$ cat src/rtl/axis_gearbox_if.sv
// AXI4-Stream bus bundle used on both sides of axis_gearbox.
// The keep width follows from the data width; master drives the payload, slave drives tready.
interface axis_if #(
    parameter int unsigned DATA_WIDTH = 8,
    parameter int unsigned ID_WIDTH   = 8,
    parameter int unsigned DEST_WIDTH = 8,
    parameter int unsigned USER_WIDTH = 1
);
    localparam int unsigned KEEP_WIDTH = DATA_WIDTH / 8;

    logic [DATA_WIDTH-1:0] tdata;
    logic [KEEP_WIDTH-1:0] tkeep;
    logic                  tvalid;
    logic                  tready;
    logic                  tlast;
    logic [ID_WIDTH-1:0]   tid;
    logic [DEST_WIDTH-1:0] tdest;
    logic [USER_WIDTH-1:0] tuser;

    modport master (output tdata, tkeep, tvalid, tlast, tid, tdest, tuser, input tready);
    modport slave  (input tdata, tkeep, tvalid, tlast, tid, tdest, tuser, output tready);
endinterface

$ cat src/rtl/axis_gearbox.sv
// AXI4-Stream byte-lane gearbox: repacks S input lanes into M output lanes through a byte FIFO.
// Define AXIS_GEARBOX_COMPACT_EN to accept sparse s_axis tkeep (kept lanes compacted in ascending order).
module axis_gearbox #(
    parameter int unsigned S_DATA_WIDTH = 24,
    parameter int unsigned M_DATA_WIDTH = 16,
    parameter int unsigned ID_ENABLE    = 0,
    parameter int unsigned ID_WIDTH     = 8,
    parameter int unsigned DEST_ENABLE  = 0,
    parameter int unsigned DEST_WIDTH   = 8,
    parameter int unsigned USER_ENABLE  = 1,
    parameter int unsigned USER_WIDTH   = 1
) (
    input  logic   clk,
    input  logic   rst_n,
    axis_if.slave  s_axis,
    axis_if.master m_axis
);
    localparam int unsigned S   = S_DATA_WIDTH / 8;
    localparam int unsigned M   = M_DATA_WIDTH / 8;
    localparam int unsigned BUF = S + M;
    localparam int unsigned BW  = 8 * BUF;
    localparam int unsigned CW  = $clog2(BUF + 1);

    logic [BUF-1:0][7:0]   buf_q, buf_n;
    logic [CW-1:0]         cnt_q, cnt_n;
    logic                  flush_q, flush_n;
    logic                  empty_q, empty_n;
    logic                  sof_q, sof_n;
    logic [ID_WIDTH-1:0]   id_q, id_n;
    logic [DEST_WIDTH-1:0] dest_q, dest_n;
    logic [USER_WIDTH-1:0] user_q, user_n;

    logic [S-1:0][7:0]     in_bytes, ins;
    logic [CW-1:0]         push, pop, base, avail;
    logic                  s_fire, m_fire;
    logic                  valid_n, last_n, ready_n;
    logic [M-1:0]          keep_n;
    logic [M_DATA_WIDTH-1:0] data_n;

    assign s_fire = s_axis.tvalid && s_axis.tready;
    assign m_fire = m_axis.tvalid && m_axis.tready;

    // Gather the accepted bytes into in_bytes[0..push-1]
    always_comb begin
        in_bytes = '0;
        push     = '0;
`ifdef AXIS_GEARBOX_COMPACT_EN
        for (int unsigned k = 0; k < S; k++) begin
            if (s_axis.tkeep[k]) begin
                for (int unsigned j = 0; j < S; j++) begin
                    if (CW'(j) == push) in_bytes[j] = s_axis.tdata[8*k +: 8];
                end
                push = push + CW'(1);
            end
        end
`else
        for (int unsigned k = 0; k < S; k++) begin
            in_bytes[k] = s_axis.tdata[8*k +: 8];
            push        = push + CW'(s_axis.tkeep[k]);
        end
`endif
    end

    // Next buffer state: shift out popped bytes, append pushed bytes behind the survivors
    always_comb begin
        buf_n   = buf_q;
        cnt_n   = cnt_q;
        flush_n = flush_q;
        empty_n = empty_q;
        sof_n   = sof_q;
        id_n    = id_q;
        dest_n  = dest_q;
        user_n  = user_q;
        pop     = '0;
        ins     = '0;

        if (m_fire) pop = (cnt_q < CW'(M)) ? cnt_q : CW'(M);
        base = cnt_q - pop;
        for (int unsigned k = 0; k < S; k++) begin
            if (CW'(k) < push) ins[k] = in_bytes[k];
        end

        buf_n = buf_q >> {pop, 3'b000};
        cnt_n = base;

        if (s_fire) begin
            buf_n = buf_n | (BW'(ins) << {base, 3'b000});
            cnt_n = base + push;
            if (sof_q) begin
                sof_n = 1'b0;
                if (ID_ENABLE != 0)   id_n   = s_axis.tid;
                if (DEST_ENABLE != 0) dest_n = s_axis.tdest;
            end
            if (s_axis.tlast) begin
                flush_n = 1'b1;
                if (USER_ENABLE != 0) user_n = s_axis.tuser;
                // Frame ends with nothing left to carry its tlast: emit a keep-less beat
                if (cnt_n == '0) empty_n = 1'b1;
            end
        end

        if (m_fire && m_axis.tlast) begin
            flush_n = 1'b0;
            empty_n = 1'b0;
            sof_n   = 1'b1;
        end
    end

    // Output beat derived from next state so every port comes straight from a flop
    always_comb begin
        avail   = (cnt_n < CW'(M)) ? cnt_n : CW'(M);
        valid_n = (cnt_n >= CW'(M)) || (flush_n && (cnt_n != '0)) || empty_n;
        last_n  = flush_n && (cnt_n <= CW'(M));
        ready_n = !flush_n && (cnt_n <= CW'(M));
        keep_n  = '0;
        data_n  = '0;
        for (int unsigned k = 0; k < M; k++) begin
            if (CW'(k) < avail) begin
                keep_n[k]         = 1'b1;
                data_n[8*k +: 8]  = buf_n[k];
            end
        end
    end

    always_ff @(posedge clk or negedge rst_n) begin
        if (!rst_n) begin
            buf_q         <= '0;
            cnt_q         <= '0;
            flush_q       <= 1'b0;
            empty_q       <= 1'b0;
            sof_q         <= 1'b1;
            id_q          <= '0;
            dest_q        <= '0;
            user_q        <= '0;
            s_axis.tready <= 1'b0;
            m_axis.tvalid <= 1'b0;
            m_axis.tdata  <= '0;
            m_axis.tkeep  <= '0;
            m_axis.tlast  <= 1'b0;
            m_axis.tid    <= '0;
            m_axis.tdest  <= '0;
            m_axis.tuser  <= '0;
        end else begin
            buf_q         <= buf_n;
            cnt_q         <= cnt_n;
            flush_q       <= flush_n;
            empty_q       <= empty_n;
            sof_q         <= sof_n;
            id_q          <= id_n;
            dest_q        <= dest_n;
            user_q        <= user_n;
            s_axis.tready <= ready_n;
            m_axis.tvalid <= valid_n;
            m_axis.tdata  <= data_n;
            m_axis.tkeep  <= keep_n;
            m_axis.tlast  <= last_n;
            m_axis.tid    <= id_n;
            m_axis.tdest  <= dest_n;
            m_axis.tuser  <= last_n ? user_n : '0;
        end
    end
endmodule

$ cat src/flat_wrapper.sv
// flat-port wrapper written by rule: the top's interface ports become plain ports
module axis_gearbox_flat 
#(
    parameter int unsigned S_DATA_WIDTH = 24,
    parameter int unsigned M_DATA_WIDTH = 16,
    parameter int unsigned ID_ENABLE    = 0,
    parameter int unsigned ID_WIDTH     = 8,
    parameter int unsigned DEST_ENABLE  = 0,
    parameter int unsigned DEST_WIDTH   = 8,
    parameter int unsigned USER_ENABLE  = 1,
    parameter int unsigned USER_WIDTH   = 1
)
  (clk, rst_n, s_axis_tdata, s_axis_tkeep, s_axis_tvalid, s_axis_tlast, s_axis_tid, s_axis_tdest, s_axis_tuser, s_axis_tready, m_axis_tdata, m_axis_tkeep, m_axis_tvalid, m_axis_tlast, m_axis_tid, m_axis_tdest, m_axis_tuser, m_axis_tready);
  axis_if #(.DATA_WIDTH(24), .ID_WIDTH(ID_WIDTH), .DEST_WIDTH(DEST_WIDTH), .USER_WIDTH(USER_WIDTH)) s_axis_i ();
  axis_if #(.DATA_WIDTH(16), .ID_WIDTH(ID_WIDTH), .DEST_WIDTH(DEST_WIDTH), .USER_WIDTH(USER_WIDTH)) m_axis_i ();
  input  logic clk;
  input  logic rst_n;
  input wire logic [$bits(s_axis_i.tdata)-1:0] s_axis_tdata;
  input wire logic [$bits(s_axis_i.tkeep)-1:0] s_axis_tkeep;
  input wire logic [$bits(s_axis_i.tvalid)-1:0] s_axis_tvalid;
  input wire logic [$bits(s_axis_i.tlast)-1:0] s_axis_tlast;
  input wire logic [$bits(s_axis_i.tid)-1:0] s_axis_tid;
  input wire logic [$bits(s_axis_i.tdest)-1:0] s_axis_tdest;
  input wire logic [$bits(s_axis_i.tuser)-1:0] s_axis_tuser;
  output wire logic [$bits(s_axis_i.tready)-1:0] s_axis_tready;
  output wire logic [$bits(m_axis_i.tdata)-1:0] m_axis_tdata;
  output wire logic [$bits(m_axis_i.tkeep)-1:0] m_axis_tkeep;
  output wire logic [$bits(m_axis_i.tvalid)-1:0] m_axis_tvalid;
  output wire logic [$bits(m_axis_i.tlast)-1:0] m_axis_tlast;
  output wire logic [$bits(m_axis_i.tid)-1:0] m_axis_tid;
  output wire logic [$bits(m_axis_i.tdest)-1:0] m_axis_tdest;
  output wire logic [$bits(m_axis_i.tuser)-1:0] m_axis_tuser;
  input wire logic [$bits(m_axis_i.tready)-1:0] m_axis_tready;
  assign s_axis_i.tdata = s_axis_tdata;
  assign s_axis_i.tkeep = s_axis_tkeep;
  assign s_axis_i.tvalid = s_axis_tvalid;
  assign s_axis_i.tlast = s_axis_tlast;
  assign s_axis_i.tid = s_axis_tid;
  assign s_axis_i.tdest = s_axis_tdest;
  assign s_axis_i.tuser = s_axis_tuser;
  assign s_axis_tready = s_axis_i.tready;
  assign m_axis_tdata = m_axis_i.tdata;
  assign m_axis_tkeep = m_axis_i.tkeep;
  assign m_axis_tvalid = m_axis_i.tvalid;
  assign m_axis_tlast = m_axis_i.tlast;
  assign m_axis_tid = m_axis_i.tid;
  assign m_axis_tdest = m_axis_i.tdest;
  assign m_axis_tuser = m_axis_i.tuser;
  assign m_axis_i.tready = m_axis_tready;
  axis_gearbox #(.S_DATA_WIDTH(S_DATA_WIDTH), .M_DATA_WIDTH(M_DATA_WIDTH), .ID_ENABLE(ID_ENABLE), .ID_WIDTH(ID_WIDTH), .DEST_ENABLE(DEST_ENABLE), .DEST_WIDTH(DEST_WIDTH), .USER_ENABLE(USER_ENABLE), .USER_WIDTH(USER_WIDTH)) u_core (.clk(clk), .rst_n(rst_n), .s_axis(s_axis_i), .m_axis(m_axis_i));
endmodule
$ cat config.mk
export PLATFORM = sky130hd
export DESIGN_NAME = axis_gearbox_flat
export DESIGN_NICKNAME = d
export VERILOG_FILES = /design/src/rtl/axis_gearbox_if.sv /design/src/rtl/axis_gearbox.sv /design/src/flat_wrapper.sv
export SDC_FILE = /design/constraint.sdc
export NUM_CORES = 1
export LEC_CHECK = 0
export ABC_CLOCK_PERIOD_IN_PS = 3900
export CAP_MARGIN = 20
export CELL_PAD_IN_SITES_DETAIL_PLACEMENT = 0
export CELL_PAD_IN_SITES_GLOBAL_PLACEMENT = 1
export CORE_MARGIN = 2
export CORE_UTILIZATION = 39
export DETAILED_ROUTE_END_ITERATION = 6
export PLACE_DENSITY = 0.88
export SLEW_MARGIN = 30
export SYNTH_ARGS = -nofsm -noshare
export SYNTH_HDL_FRONTEND = slang
export SYNTH_SLANG_ARGS = --single-unit
$ cat constraint.sdc
create_clock -name clk -period 3.9 [get_ports clk]
set_input_delay 0.78 -clock clk [delete_from_list [all_inputs] [get_ports clk]]
set_output_delay 0.78 -clock clk [all_outputs]
set_load 0.005 [all_outputs]
Fig. 1: run 1, where the registers sit
Bar = 20 µm. Other sequential cells in the stronger gray, the rest of the logic in the fainter gray.
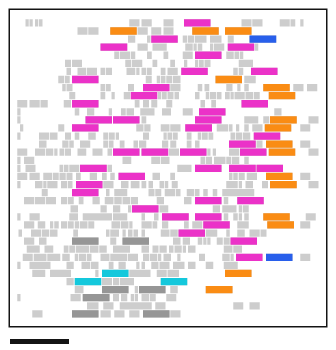
Key: cyan = `u_core.cnt_q` [flops 3]; orange = `u_core.m_axis.tdata` [flops 16]; magenta = `u_core.buf_q` [flops 40]; blue = `u_core.m_axis.tkeep` [flops 2]
Another 7 sequential cells are not colored.
Finished Core Util: 0.4831
Flop+latch power: 1.17 mW
sequential fraction of total cell area: 0.3443

Fig. 2: run 1, gate families picked out
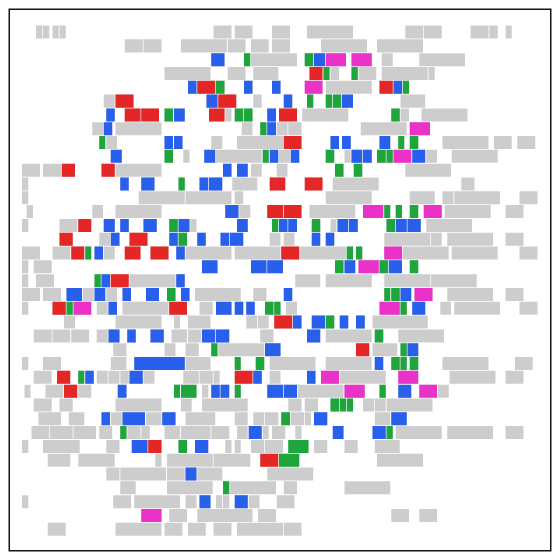
Key: red = non-inverting ao/oa cells [cells 33, most used a221o_1]; green = nand cells [cells 71, most used nand2_1]; magenta = mux cells [cells 17, most used mux2_2]; blue = aoi and oai cells [cells 109, most used o21ai_0]
most common cell after layout, fill and taps aside: sky130_fd_sc_hd__dfrtp_1
Comb/total area: 0.4329
non-filler cells in the finished layout: 625

==> results.rst, run 1 <==
Implementation results
======================

.. list-table::
   :header-rows: 1

   * - Metric
     - Value
   * - Outcome
     - finished, final reports clean
   * - RSZ-0062 raised after global routing
     - false
   * - Cell-by-cell trace of the critical path
     - clkdlybuf4s50_1 -> o211a_1 -> inv_1 -> fa_1 -> xor2_2 -> and3_1 -> nand2_1 -> o211ai_1
   * - Flip-flops with a built-in enable
     - 0
   * - Stage-log warning count
     - 44
   * - Class of the most critical setup path
     - input port to register
   * - Number of flip-flops and latches
     - 68
   * - Worst path buffer plus inverter count
     - 2
   * - Via density per instance
     - 5.888
   * - Comb_multi_in
     - 325
   * - Category of the worst setup path capture point
     - register
   * - Worst max-slew margin expressed relative to the limit
     - 0.4439
   * - Worst-Skew Late Latency
     - 370 ps
   * - MaxCap Viol Count
     - 0
   * - Commonest flop
     - sky130_fd_sc_hd__dfrtp_1
   * - Synth warnings
     - 0
   * - CP max stage cell
     - sky130_fd_sc_hd__and3_1
   * - Data buffer area share
     - 0.1418
   * - Antenna violations before repair
     - 0
   * - Detailed Routing Iterations Pass 1
     - 5
   * - Routability congestion estimate
     - 0.8924
   * - Number of buffers between clock root and the deepest sink
     - 2
   * - Number of signal-net inverters in the final layout
     - 4
   * - Core Footprint
     - 10230 µm²
   * - Arrival time worst endpoint
     - 3700 ps
   * - Worst-path fanout max
     - 13
   * - Clk sink count
     - 68
   * - Post-synth seq share
     - 0.4165
   * - # nets final
     - 540
   * - Accumulated negative setup slack
     - 0 ps
   * - Number of pins with negative max-slew slack in the final report
     - 0
   * - Die Y-Extent
     - 106.3 µm
   * - Proportion of power drawn by flip-flops and latches
     - 0.325
   * - Core Rows
     - 37
   * - Largest Pwr Group
     - combinational logic
   * - Tightest hold margin
     - 481.7 ps
   * - Comb power
     - 1.77 mW
   * - Least-Margin Pin Slew
     - 830.6 ps
   * - CTS H-tree lvls
     - 3
   * - Async S/R FF share, synth
     - 1.000
   * - Total instance count after detailed placement
     - 609
   * - Data required time at the worst endpoint
     - 4180 ps
   * - Boundary Pins
     - 87
Fig. 3: run 1, metal layers overlaid
Two of the layers only.
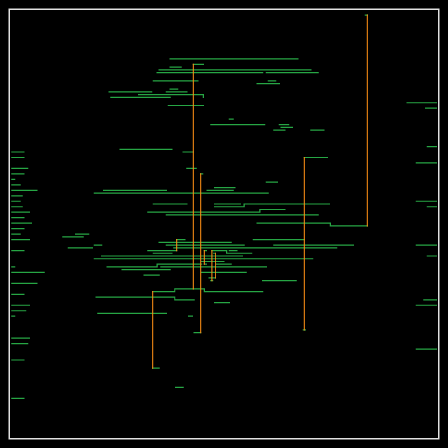
Key: green = M3 [wire length 1020 µm]; orange = M4 [wire length 229 µm]
total wirelength of the detailed-routed design: 12010 µm
total global-route track usage: 0.2180
via count: 3680

Fig. 4: run 1, congestion heat map
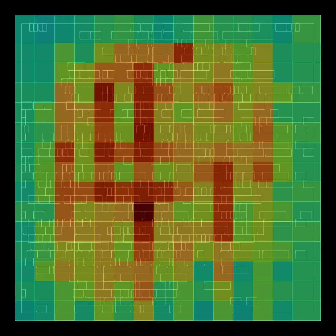
Routed WL per cell: 19.22 µm
met1 capacity usage during global routing: 0.3097
GRT met3 Usage: 0.05334
Top Usage Layer GRT: met2

-- run 1: per-stage QoR --
step / setup WS [ps] / total power [mW]
floorplan: 559.8 / 2.297
global placement: 151.2 / 2.902
detailed placement: 109.3 / 2.933
CTS: 490.7 / 3.586
global route: 362.7 / 3.812
finish: 486.7 / 3.595
-- run 1: cells by family (layout without fill, tap and decap cells) --
family          Yosys count  after routing  share of synthesized area
xor+xnor                  4              4                    0.01225
flops                    68             68                     0.4165
fa+ha+maj                 7              7                    0.02695
buf+inv                  53             96                    0.07350
mux                      17             17                    0.04441
other cells               2             17                   0.001838
simple gates            138            138                     0.1813
compound gates          142            142                     0.2432
-- run 1: worst paths after layout --
check	slack, ps	endpoint	cells after the start	startpoint
max	490	u_core.buf_q[38]	8	m_axis_tready
min	480	u_core.m_axis.tdata[12]	1	rst_n
max reg2reg	780	u_core.buf_q[38]	7	u_core.cnt_q[2]
min reg2reg	500	u_core.user_q	1	u_core.user_q
max in group asynchronous	2350	u_core.buf_q[22]	3	rst_n
min in group clk	500	u_core.user_q	1	u_core.user_q
-- run 1: state kept, by name, summed over array words and instances, names as in the netlist, 2 cells and up --
signal,flops
u_core.buf_q,40
u_core.cnt_q,3
u_core.m_axis.tdata,16
u_core.m_axis.tkeep,2
-- run 1: synth_stat cells (2+ instances only) --
master and number:
sky130_fd_sc_hd__buf_2 9, sky130_fd_sc_hd__nor2_1 12, sky130_fd_sc_hd__or2_0 3, sky130_fd_sc_hd__inv_2 2
sky130_fd_sc_hd__or2_1 7, sky130_fd_sc_hd__o21ai_1 8, sky130_fd_sc_hd__a31oi_1 22, sky130_fd_sc_hd__a22oi_1 10
sky130_fd_sc_hd__a21oi_1 19, sky130_fd_sc_hd__mux2_2 9, sky130_fd_sc_hd__nor3_1 3, sky130_fd_sc_hd__or3_1 2
sky130_fd_sc_hd__inv_1 2, sky130_fd_sc_hd__fa_1 3, sky130_fd_sc_hd__and3_1 22, sky130_fd_sc_hd__o21ai_0 24
sky130_fd_sc_hd__xnor2_1 2, sky130_fd_sc_hd__nand3_1 32, sky130_fd_sc_hd__a221o_1 14, sky130_fd_sc_hd__a21o_1 3
sky130_fd_sc_hd__conb_1 2, sky130_fd_sc_hd__a32oi_1 3, sky130_fd_sc_hd__nor3b_1 2, sky130_fd_sc_hd__and2_1 6
sky130_fd_sc_hd__mux2i_1 8, sky130_fd_sc_hd__o211ai_1 10, sky130_fd_sc_hd__buf_4 18, sky130_fd_sc_hd__a21boi_1 2
sky130_fd_sc_hd__o21a_1 9, sky130_fd_sc_hd__nand2_1 36, sky130_fd_sc_hd__o2111ai_1 5, sky130_fd_sc_hd__dfrtp_1 68
sky130_fd_sc_hd__buf_6 3, sky130_fd_sc_hd__and3b_1 3, sky130_fd_sc_hd__a22o_1 5, sky130_fd_sc_hd__ha_1 4
sky130_fd_sc_hd__clkbuf_1 18
-- run 1: per-layer routing --
metal / wire, µm / share of wire
met1: 5440 / 0.45
met2: 5328 / 0.44
met3: 1015 / 0.084
met4: 229 / 0.019
met5: 0 / 0
==> inputs of run 2 (changes only) <==
Settings changed: ABC_CLOCK_PERIOD_IN_PS 3900 to 3000, CORE_MARGIN 2 to unset, CORE_UTILIZATION 39 to 35, PLACE_DENSITY 0.88 to 0.83, SKIP_LAST_GASP set to 1.
Clock period 3.9 ns to 3 ns, I/O delays scaled along.
Fig. 5: run 2, congestion heat map
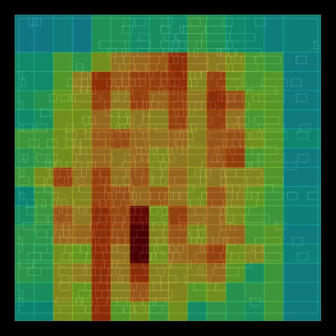
Finished Core Util: 0.4703
met1 capacity usage during global routing: 0.3135
total global-route track usage: 0.2144

Fig. 6: run 2, metal layers overlaid
Two of the layers only.
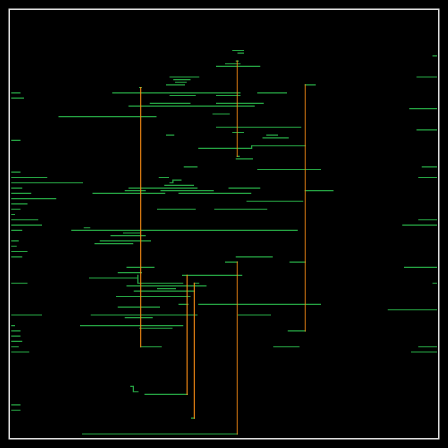
Key: orange = M4 [wire length 264 µm]; green = M3 [wire length 1010 µm]
Routed WL per cell: 18.68 µm
total wirelength of the detailed-routed design: 12200 µm

Fig. 7: run 2, metal 4
Bar = 20 µm.
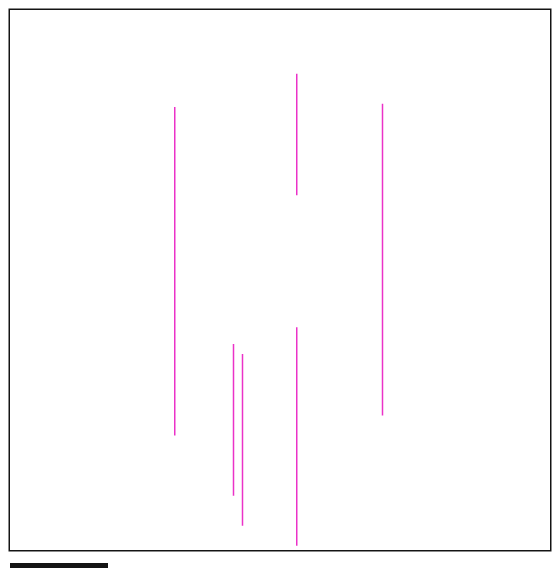
The wires run mostly vertical. The layer holds 2.2% of the routed length. 5 nets have wire on it.
via count: 3741

==> run 2 against run 1 <==
  * Utilization decreased by 1.3 points
  * Combinational power increased by about 60%
  * Final area increased by 8.7%
  * Register-to-register slack got worse by 690 ps
  * Synthesized cell count unchanged
  * Hold slack got worse by 210 ps
  * Non-clock buffer count increased by 21
  * Global-route usage decreased by 0.36 points
  * Power increased by 47%
  * Clock power increased by 47%
  * Via count increased by 1.7%
  * Clock-buffer cell count increased by 2
  * Largest power group unchanged
==> results.rst, run 2 <==
Implementation results
======================

.. list-table::
   :header-rows: 1

   * - Metric
     - Value
   * - Routability congestion estimate
     - 0.9045 (was 0.8924)
   * - Core Rows
     - 39 (was 37)
   * - Total instance count after detailed placement
     - 634 (was 609)
   * - Pwr/cell area
     - 984.4 nW/µm² (was 727.3 nW/µm²)
   * - Flip-flops with a built-in enable
     - 0 (unchanged)
   * - DRT antenna net count
     - 0 (unchanged)
   * - Post-synth seq share
     - 0.4165 (unchanged)
   * - Clock transition at the registers of the reported paths
     - 50 ps (was 80 ps)
   * - Async S/R FF share, synth
     - 1.000 (unchanged)
   * - Crit. Startpoint
     - u_core.cnt_q[1] (was m_axis_tready)
   * - Worst path buffer plus inverter count
     - 2 (unchanged)
   * - Reg-to-reg slack, setup
     - 90 ps (was 780 ps)
   * - Startpoint of the lowest-slack register-to-register path
     - u_core.cnt_q[1] (was u_core.cnt_q[2])
   * - CTS tree
     - yes (unchanged)
   * - Pin count of the biggest net entering global routing
     - 69 (was 34)
   * - Number of flip-flops under the largest register name
     - 40 (unchanged)
   * - CP max stage cell
     - sky130_fd_sc_hd__fa_2 (was sky130_fd_sc_hd__and3_1)
   * - Synth top cell by count
     - sky130_fd_sc_hd__dfrtp_1 (unchanged)
   * - RSZ-0062 raised after global routing
     - false (unchanged)
   * - Cell count of the worst reg-to-reg path
     - 9 (was 7)
   * - Core Footprint
     - 11420 µm² (was 10230 µm²)
   * - Data required time at the worst endpoint
     - 3260 ps (was 4180 ps)
   * - Most common cell after layout, fill and taps aside
     - sky130_fd_sc_hd__dfrtp_1 (unchanged)
   * - Class of the most critical setup path
     - register to register (was input port to register)
   * - CTS H-tree lvls
     - 3 (unchanged)
   * - Instance count on the critical path
     - 9 (was 8)
   * - MaxCap Viol Count
     - 0 (unchanged)
   * - Yosys stat chip area
     - 4085 µm² (unchanged)
   * - GRT met3 Usage
     - 0.05350 (was 0.05334)
   * - Worst max-slew margin expressed relative to the limit
     - 0.4604 (was 0.4439)
   * - Register containing the most flip-flops in the final layout
     - u_core.buf_q (unchanged)
   * - # nets final
     - 561 (was 540)
   * - Worst-path fanout max
     - 6 (was 13)
   * - Leading registers by flop count
     - u_core.buf_q (40), u_core.m_axis.tdata (16), u_core.cnt_q (3) (unchanged)
   * - Clock tree root driver cell
     - sky130_fd_sc_hd__clkbuf_16 (was sky130_fd_sc_hd__clkbuf_8)
   * - Number of buffers between clock root and the deepest sink
     - 2 (unchanged)
   * - Worst-Skew Late Latency
     - 340 ps (was 370 ps)
   * - Non-filler cells in the finished layout
     - 653 (was 625)
   * - Arrival time worst endpoint
     - 3160 ps (was 3700 ps)
   * - Boundary Pins
     - 87 (unchanged)
   * - Least-Margin Pin Slew
     - 805.8 ps (was 830.6 ps)
   * - Sum of overflow across all layers after global routing
     - 0 (unchanged)
   * - Post-place setup slack
     - -497.6 ps (was 109.3 ps)
   * - Commonest flop
     - sky130_fd_sc_hd__dfrtp_1 (unchanged)
   * - Outcome
     - finished, final reports clean (unchanged)
   * - Detailed Routing Iterations Pass 1
     - 5 (unchanged)
   * - Cell-by-cell trace of the critical path
     - o211a_1 -> inv_2 -> fa_2 -> fa_2 -> xnor2_2 -> or3_1 -> and3b_2 -> clkbuf_16 -> a31oi_4 (was clkdlybuf4s50_1 -> o211a_1 -> inv_1 -> fa_1 -> xor2_2 -> and3_1 -> nand2_1 -> o211ai_1)
   * - Setup WS post-layout
     - 93.23 ps (was 486.7 ps)
   * - Stage-log warning count
     - 44 (unchanged)
   * - Synth warnings
     - 0 (unchanged)
   * - Most frequent cells in the layout
     - sky130_fd_sc_hd__dfrtp_1, sky130_fd_sc_hd__clkdlybuf4s50_1, sky130_fd_sc_hd__buf_4 (was sky130_fd_sc_hd__dfrtp_1, sky130_fd_sc_hd__clkdlybuf4s50_1, sky130_fd_sc_hd__nand2_1)
   * - Clk sink count
     - 68 (unchanged)
   * - Number of pins with negative max-slew slack in the final report
     - 0 (unchanged)
   * - Number of buffer cells added on primary ports
     - 54 (unchanged)
   * - Top Usage Layer GRT
     - met1 (was met2)
   * - Via density per instance
     - 5.729 (was 5.888)
   * - Antenna violations before repair
     - 0 (unchanged)
   * - Category of the worst setup path capture point
     - register (unchanged)
   * - Top cells by count, synth
     - sky130_fd_sc_hd__dfrtp_1, sky130_fd_sc_hd__nand2_1, sky130_fd_sc_hd__nand3_1 (unchanged)
   * - Die Y-Extent
     - 110.0 µm (was 106.3 µm)
run 2: what timing repair did:
action | CTS | global route
gates resized | 9 | 13
cloned | 0 | 1
setup buffers | 0 | 2
setup endpoints to repair | 20 | 20
pin swaps | 4 | 5
hold buffers | 0 | 0
run 2: kinds of logic (layout without fill, tap and decap cells):
family                   count (synthesis)  in the layout  share of synthesized area
buffers and inverters                   53            117                    0.07350
adder cells (fa/ha/maj)                  7              7                    0.02695
AND-OR/OR-AND                          142            142                     0.2432
flip-flops                              68             68                     0.4165
XOR/XNOR                                 4              4                    0.01225
multiplexers                            17             17                    0.04441
AND/OR/NAND/NOR                        138            138                     0.1813
other                                    2             17                   0.001838
run 2: final cells by class:
type                       instances  area [µm²]  area share
sequential                        68        1702      0.3169
tap                              143       178.9     0.03332
timing repair buffer              97       923.4      0.1719
clock inverter                     5       28.78    0.005359
inverter                           4       15.01    0.002796
clock buffer                      11       232.7     0.04334
multi-input combinational        325        2290      0.4264
run 2: layer usage:
layer / share of wire / vias up
met4: 0.022 / 0
li1: - / 1725
met2: 0.44 / 185
met1: 0.46 / 1815
met3: 0.082 / 16
met5: 0 / -
run 2: through the flow:
stage | power (mW) | hold WS (ps) | util | TNS (ps)
floorplan | 2.990 | 304.4 | - | 0
global route | 5.620 | 295.2 | 0.4703 | 0
detailed placement | 4.016 | 498.2 | 0.4299 | -10570
CTS | 5.060 | 302.9 | 0.4572 | 0
finish | 5.287 | 272.9 | 0.4703 | 0
global placement | 3.964 | 474.2 | 0.4299 | -8612
run 2: power breakdown:
group,total (mW),switching (mW),internal (mW)
sequential,1.50,0.206,1.29
combinational,2.83,1.49,1.34
clock,0.958,0.403,0.555
total,5.29,2.10,3.18
run 2: final timing paths:
check,to
worst max-delay path,u_core.m_axis.tdata[8]
worst min-delay path,u_core.m_axis.tuser
worst max register to register,u_core.m_axis.tdata[8]
worst min register to register,u_core.user_q
max in group asynchronous,u_core.buf_q[8]
min in group clk,u_core.user_q
Power and IR drop assume default switching activity.
